Routed metal per tile:
The die is cut into 17 by 16 equal tiles; dark purple is low, yellow is high, scaled to the fullest tile. Values are wire area over tile area, all layers added.
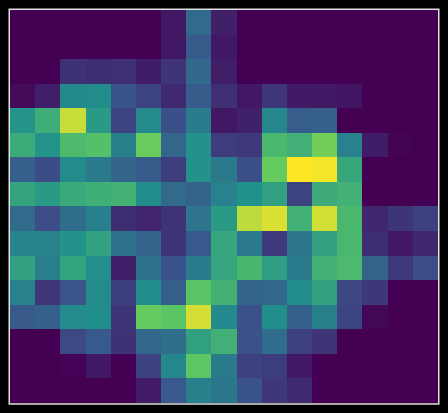
Routed metal, one color a layer:
Two of the layers only.
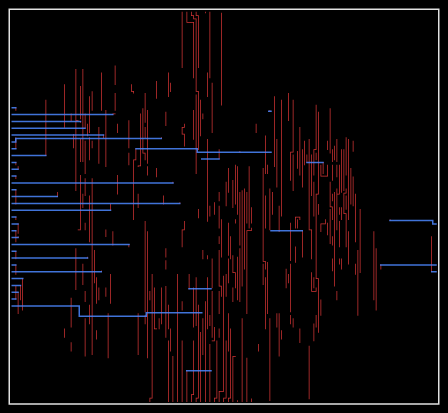
The clock network:
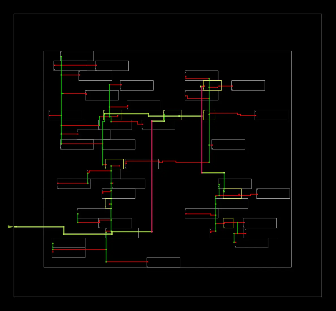
Placement density heat map:
Bar = 20 um. The die is cut into 9 by 8 equal tiles; dark purple is low, yellow is high, 0 to 100% covered.
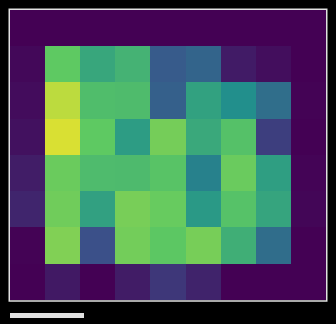
File: src/rtl/mem_bus_if.sv
// Memory bus interface: turns controller rd/wr strobe edges into single req/ack memory transactions.
// Latency: mem_req rises one edge after a strobe edge; rdata/rdata_valid one edge after mem_ack.
// Backpressure: stall is held while a transaction waits for mem_ack; timeout aborts to ERR.
module mem_bus_if #(
  parameter int ADDR_WIDTH = 5,
  parameter int DATA_WIDTH = 8,
  parameter int TIMEOUT    = 15
) (
  input  logic                  clk,
  input  logic                  reset,
  input  logic                  rd,
  input  logic                  wr,
  input  logic                  sel,
  input  logic                  data_e,
  input  logic [ADDR_WIDTH-1:0] pc_addr,
  input  logic [ADDR_WIDTH-1:0] ir_addr,
  input  logic [DATA_WIDTH-1:0] ac_out,
  output logic [ADDR_WIDTH-1:0] mem_addr,
  output logic                  mem_req,
  output logic                  mem_we,
  output logic [DATA_WIDTH-1:0] mem_wdata,
  input  logic [DATA_WIDTH-1:0] mem_rdata,
  input  logic                  mem_ack,
  output logic [DATA_WIDTH-1:0] rdata,
  output logic                  rdata_valid,
  output logic                  stall,
  output logic                  bus_err
);

  typedef enum logic [1:0] {
    IDLE    = 2'd0,
    RD_WAIT = 2'd1,
    WR_WAIT = 2'd2,
    ERR     = 2'd3
  } state_t;

  // Counter is 8 bits wide because TIMEOUT may be as large as 255.
  localparam logic [7:0] CNT_LAST = 8'(TIMEOUT - 1);

  state_t                  state_q, state_d;
  logic [7:0]              cnt_q, cnt_d;
  logic                    rd_q, wr_q;
  logic [ADDR_WIDTH-1:0]   addr_q, addr_d;
  logic                    req_q, req_d;
  logic                    we_q, we_d;
  logic [DATA_WIDTH-1:0]   wdata_q, wdata_d;
  logic [DATA_WIDTH-1:0]   rdata_q, rdata_d;
  logic                    rvalid_q, rvalid_d;
  logic                    err_q, err_d;

  logic start_rd, start_wr;

  assign start_rd = rd & ~rd_q;
  assign start_wr = wr & ~wr_q;

  // Strobe history tracks rd/wr in every state so edges seen during a wait are consumed.
  always_ff @(posedge clk or posedge reset) begin
    if (reset) begin
      rd_q <= 1'b0;
      wr_q <= 1'b0;
    end else begin
      rd_q <= rd;
      wr_q <= wr;
    end
  end

  // State and bus registers; reset abandons any outstanding transaction.
  always_ff @(posedge clk or posedge reset) begin
    if (reset) begin
      state_q  <= IDLE;
      cnt_q    <= '0;
      addr_q   <= '0;
      req_q    <= 1'b0;
      we_q     <= 1'b0;
      wdata_q  <= '0;
      rdata_q  <= '0;
      rvalid_q <= 1'b0;
      err_q    <= 1'b0;
    end else begin
      state_q  <= state_d;
      cnt_q    <= cnt_d;
      addr_q   <= addr_d;
      req_q    <= req_d;
      we_q     <= we_d;
      wdata_q  <= wdata_d;
      rdata_q  <= rdata_d;
      rvalid_q <= rvalid_d;
      err_q    <= err_d;
    end
  end

  // Next-state logic: launch on strobe edges, finish on ack, abort on timeout.
  always_comb begin
    state_d  = state_q;
    cnt_d    = cnt_q;
    addr_d   = addr_q;
    req_d    = req_q;
    we_d     = we_q;
    wdata_d  = wdata_q;
    rdata_d  = rdata_q;
    rvalid_d = 1'b0;
    err_d    = err_q;

    case (state_q)
      IDLE: begin
        if (start_rd && start_wr) begin
          // Simultaneous read and write edges are ambiguous: flag and do nothing.
          err_d = 1'b1;
        end else if (start_rd) begin
          addr_d  = sel ? pc_addr : ir_addr;
          we_d    = 1'b0;
          req_d   = 1'b1;
          cnt_d   = '0;
          state_d = RD_WAIT;
        end else if (start_wr) begin
          if (data_e) begin
            addr_d  = sel ? pc_addr : ir_addr;
            wdata_d = ac_out;
            we_d    = 1'b1;
            req_d   = 1'b1;
            cnt_d   = '0;
            state_d = WR_WAIT;
          end else begin
            // A write without the data bus enabled would store garbage.
            err_d = 1'b1;
          end
        end
      end
      RD_WAIT, WR_WAIT: begin
        if (mem_ack) begin
          req_d   = 1'b0;
          we_d    = 1'b0;
          cnt_d   = '0;
          state_d = IDLE;
          if (state_q == RD_WAIT) begin
            rdata_d  = mem_rdata;
            rvalid_d = 1'b1;
          end
        end else if (cnt_q == CNT_LAST) begin
          // This is the TIMEOUT-th cycle without an ack: give up on the access.
          req_d   = 1'b0;
          we_d    = 1'b0;
          cnt_d   = '0;
          err_d   = 1'b1;
          state_d = ERR;
        end else begin
          cnt_d = cnt_q + 8'd1;
        end
      end
      ERR: begin
        state_d = IDLE;
      end
      default: begin
        state_d = IDLE;
      end
    endcase
  end

  assign stall       = (state_q == RD_WAIT) | (state_q == WR_WAIT);
  assign mem_addr    = addr_q;
  assign mem_req     = req_q;
  assign mem_we      = we_q;
  assign mem_wdata   = wdata_q;
  assign rdata       = rdata_q;
  assign rdata_valid = rvalid_q;
  assign bus_err     = err_q;

endmodule

File: config.mk
export PLATFORM = sky130hd
export DESIGN_NAME = mem_bus_if
export DESIGN_NICKNAME = d
export VERILOG_FILES = /design/src/rtl/mem_bus_if.sv
export SDC_FILE = /design/constraint.sdc
export NUM_CORES = 1
export LEC_CHECK = 0
export CAP_MARGIN = 20
export CORE_ASPECT_RATIO = 0.9
export CORE_MARGIN = 8
export CORE_UTILIZATION = 40
export DETAILED_ROUTE_END_ITERATION = 12
export GPL_TIMING_DRIVEN = 0
export HOLD_SLACK_MARGIN = 0.02
export PLACE_DENSITY = 0.72
export SLEW_MARGIN = 20
export SYNTH_ARGS = -nofsm -noshare
export SYNTH_HDL_FRONTEND = slang
export SYNTH_SLANG_ARGS = --single-unit
File: constraint.sdc
create_clock -name clk -period 4.75 [get_ports clk]
set_clock_uncertainty 0.15 [all_clocks]
set_input_delay 0.95 -clock clk [delete_from_list [all_inputs] [get_ports clk]]
set_output_delay 0.95 -clock clk [all_outputs]
set_load 0.01 [all_outputs]
==> results_slide.txt <==
Physical Implementation Snapshot

Placed design
  – Placer Congestion: 0.7908
  – IO Port Bufs: 57
  – Detailed Place HPWL: 3141 um

Drt
  – Met1 Wirelength: 1824 um
  – Vias per cell: 5.008
  – Initial drt markers: 56
  – Avg WL per Cell: 15.84 um
  – Initial DRT Pass Iterations: 4
  – Uppermost routed layer: met4
  – ANT nets after route: 0
  – Routed vias: 1302
  – Post-route DRC: 0
  – Met3 wire len: 380 um
  – Drt total wl: 4119 um
  – Met2 WL post-DR: 1844 um

Logic synthesis
  – Cell with the most instances after synthesis: dfrtp_1
  – YS chip area: 0.001724 mm2
  – And+or+nand+nor area frac: 9.361%
  – Synth flops: 37
  – Adder Share, Synth: 5.080%
  – Top post-synthesis cells by count: dfrtp_1, mux2_2, o21ai_0
  – YS warnings: 0
  – Leading area contributor after synthesis: dfrtp_1
  – Syn Std Cell Area: 0.001724 mm2
  – Cell area leaders: dfrtp_1, mux2_2, ha_1
  – Mux area share: 14.59%
  – XOR Share, Synth: 0%
  – Mapped Cells: 147
  – AO/OA Area Share: 14.01%
  – Count of unique library cells instantiated by Yosys: 33
  – Top cell area share: 53.70%
  – Post-Syn Nets: 187
  – Synth Flop Type: dfrtp_1
  – Flip-flops with a built-in enable: 0
  – Post-synthesis sequential area ratio: 53.70%
  – Main logic family: multiplexers
  – Syn avg cell area: 11.73 um2
  – Yosys stat cell total: 147
  – Async set or reset register ratio after synthesis: 100.0%

Global route
  – Antenna violations before repair: 0
  – Largest net degree at the start of global routing: 38
  – Top Usage Layer GRT: met2
  – Met3 Track Usage GR: 6.972%
  – GR Util met1: 14.31%
  – First-pass GRT wire length: 6782 um
  – Routing usage on met2: 19.89%
  – Grt total ovfl: 0
  – Total GRT Usage: 12.93%
  – Vias in the first global route: 1458

Layout
  – Area delta synth->final: 41.80%
  – Sequential share of cell area: 37.87%
  – Top cell excl fill/tap: clkdlybuf4s50_1
  – Most numerous logic cells after layout: clkdlybuf4s50_1, dfrtp_1, mux2_2, o21ai_0, nand2_1
  – Register area: 925.9 um2
  – Number of antenna diodes: 0
  – Non-clock buffering overhead: 24.26%
  – Fraction of layout cells with a size suffix above 1: 14.15%
  – Clock-cell share: 3.685%
  – Signal buffers: 61
  – Layout net count: 251
  – Fill count: 360
  – Combinational share of cell area: 30.35%
  – Invs w/o clock: 9
  – Multi-In Gates: 97
  – Gate Area: 742.0 um2
  – Dominant class by area: registers

Worst setup path
  – Worst R2R Setup Slack: 2.41 ns
  – FF-to-FF Start: rd_q$_DFF_PP0_
  – R2R Path End: cnt_q[3]$_DFFE_PP0P_
  – CP endpoint: cnt_q[3]$_DFFE_PP0P_
  – Crit path launch: rd
  – CP required: 4.78 ns
  – FF-to-FF path depth: 8
  – Crit path kind: in2reg
  – Crit start category: input pin
  – CP Capture Type: register
  – CP Max Fanout: 10
  – Crit path arrival time: 3.12 ns

Power and ir drop
  – Sw Ratio: 34.41%
  – Clock power share: 16.5%
  – Pint: 0.8895 mW
  – P per Cell Area: 554.7 mW/mm2
  – Top pwr grp: combinational cells
  – Peak VDD IR: 0.0002659 V
  – P_seq: 0.489 mW
  – Sequential share of power: 36.0%
  – Power share of the combinational group: 47.4%
  – Lkg Pwr: 1.094 nW
  – P_sw: 0.4667 mW
  – Logic power comb: 0.643 mW

Final timing
  – Final Max Slew Viols: 0
  – Final Setup Violations: 0
  – RSZ-0062 raised after global routing: no
  – Total negative slack: 0 ns
  – Fmax: 324.2 MHz
  – Hold_ws: 0.3412 ns
  – Slew HR: 48.27%
  – Final hold vios: 0
  – Minimum clock period after layout: 3.084 ns
  – Worst Max-Slew Pin Slew: 0.7749 ns
  – Fin crit share: 64.93%

Clock tree
  – CTS root buffer: clkbuf_8
  – Cts repair resizes: 0
  – Clock Path Buffers: 2
  – Post-CTS setup buffers: 0
  – Num CTS Buffers: 5
  – TritonCTS clock tree: yes
  – H-tree depth: 2
  – Clock-pin slew on the worst setup and hold paths: 0.08 ns
  – # hold bufs at CTS: 0

Floorplan
  – Die area: 0.006670 mm2
  – Die H: 78.29 um
  – CORE AREA: 0.004101 mm2
  – Row Count: 22
  – N_taps: 48
  – Boundary Pins: 59
  – FP Util: 42.04%
  – Die X: 85.21 um

Job
  – OpenROAD warnings: 30
  – Max_cap viols: 0

Hold path
  – Worst hold path cell count: 2
  – Worst hold start: mem_addr[3]$_DFFE_PP0P_
  – Hold WC Path Type: reg2reg
  – Endpoint, Worst Hold: mem_addr[3]$_DFFE_PP0P_

Run status
  – Status: finished clean
Notes on 'routed metal per tile' above:
The emptiest ninth of the die: north-east. The fullest tile reaches 0.39. 31% of the tiles are nearly empty. The mean over all tiles is 0.10. 20% of the tiles are over half the peak.

Notes on 'routed metal, one color a layer' above:
Key: met3 = blue [wire length 380 um]; met2 = red [wire length 1840 um]

Notes on 'the clock network' above:
clock buf count: 5
Sink Count: 37
Flop Count: 37
power in the clock group: 0.224 mW
worst-skew pair later-pin latency: 0.29 ns

Notes on 'placement density heat map' above:
The densest ninth of the die: center. The mean over all tiles is 36%. 15% of the tiles are over 75% full. The emptiest ninth of the die: north-east.

-- through the flow --
stage	area [um2]	utilization [%]	std cells	total power [mW]	setup WS, ns
final	2445	59.61	260	1.356	1.666
after global placement	2355	57.41	252	1.123	1.496
after CTS	2445	59.61	260	1.372	1.701
after detailed placement	2355	57.41	252	1.140	1.395
after floorplan	1724	-	147	0.8265	2.147
after global routing	2445	59.61	260	1.449	1.519
-- worst max-delay path, cell delays in order --
cell,delay [ns]
clkdlybuf4s50_1,0.42
nand2b_1,0.16
inv_1,0.16
ha_1,0.24
o21ai_0,0.29
o221ai_2,0.21
clkbuf_1,0.26
a21o_1,0.22
a22o_1,0.22
No activity file was given, so power comes from the tool's default toggle rates.
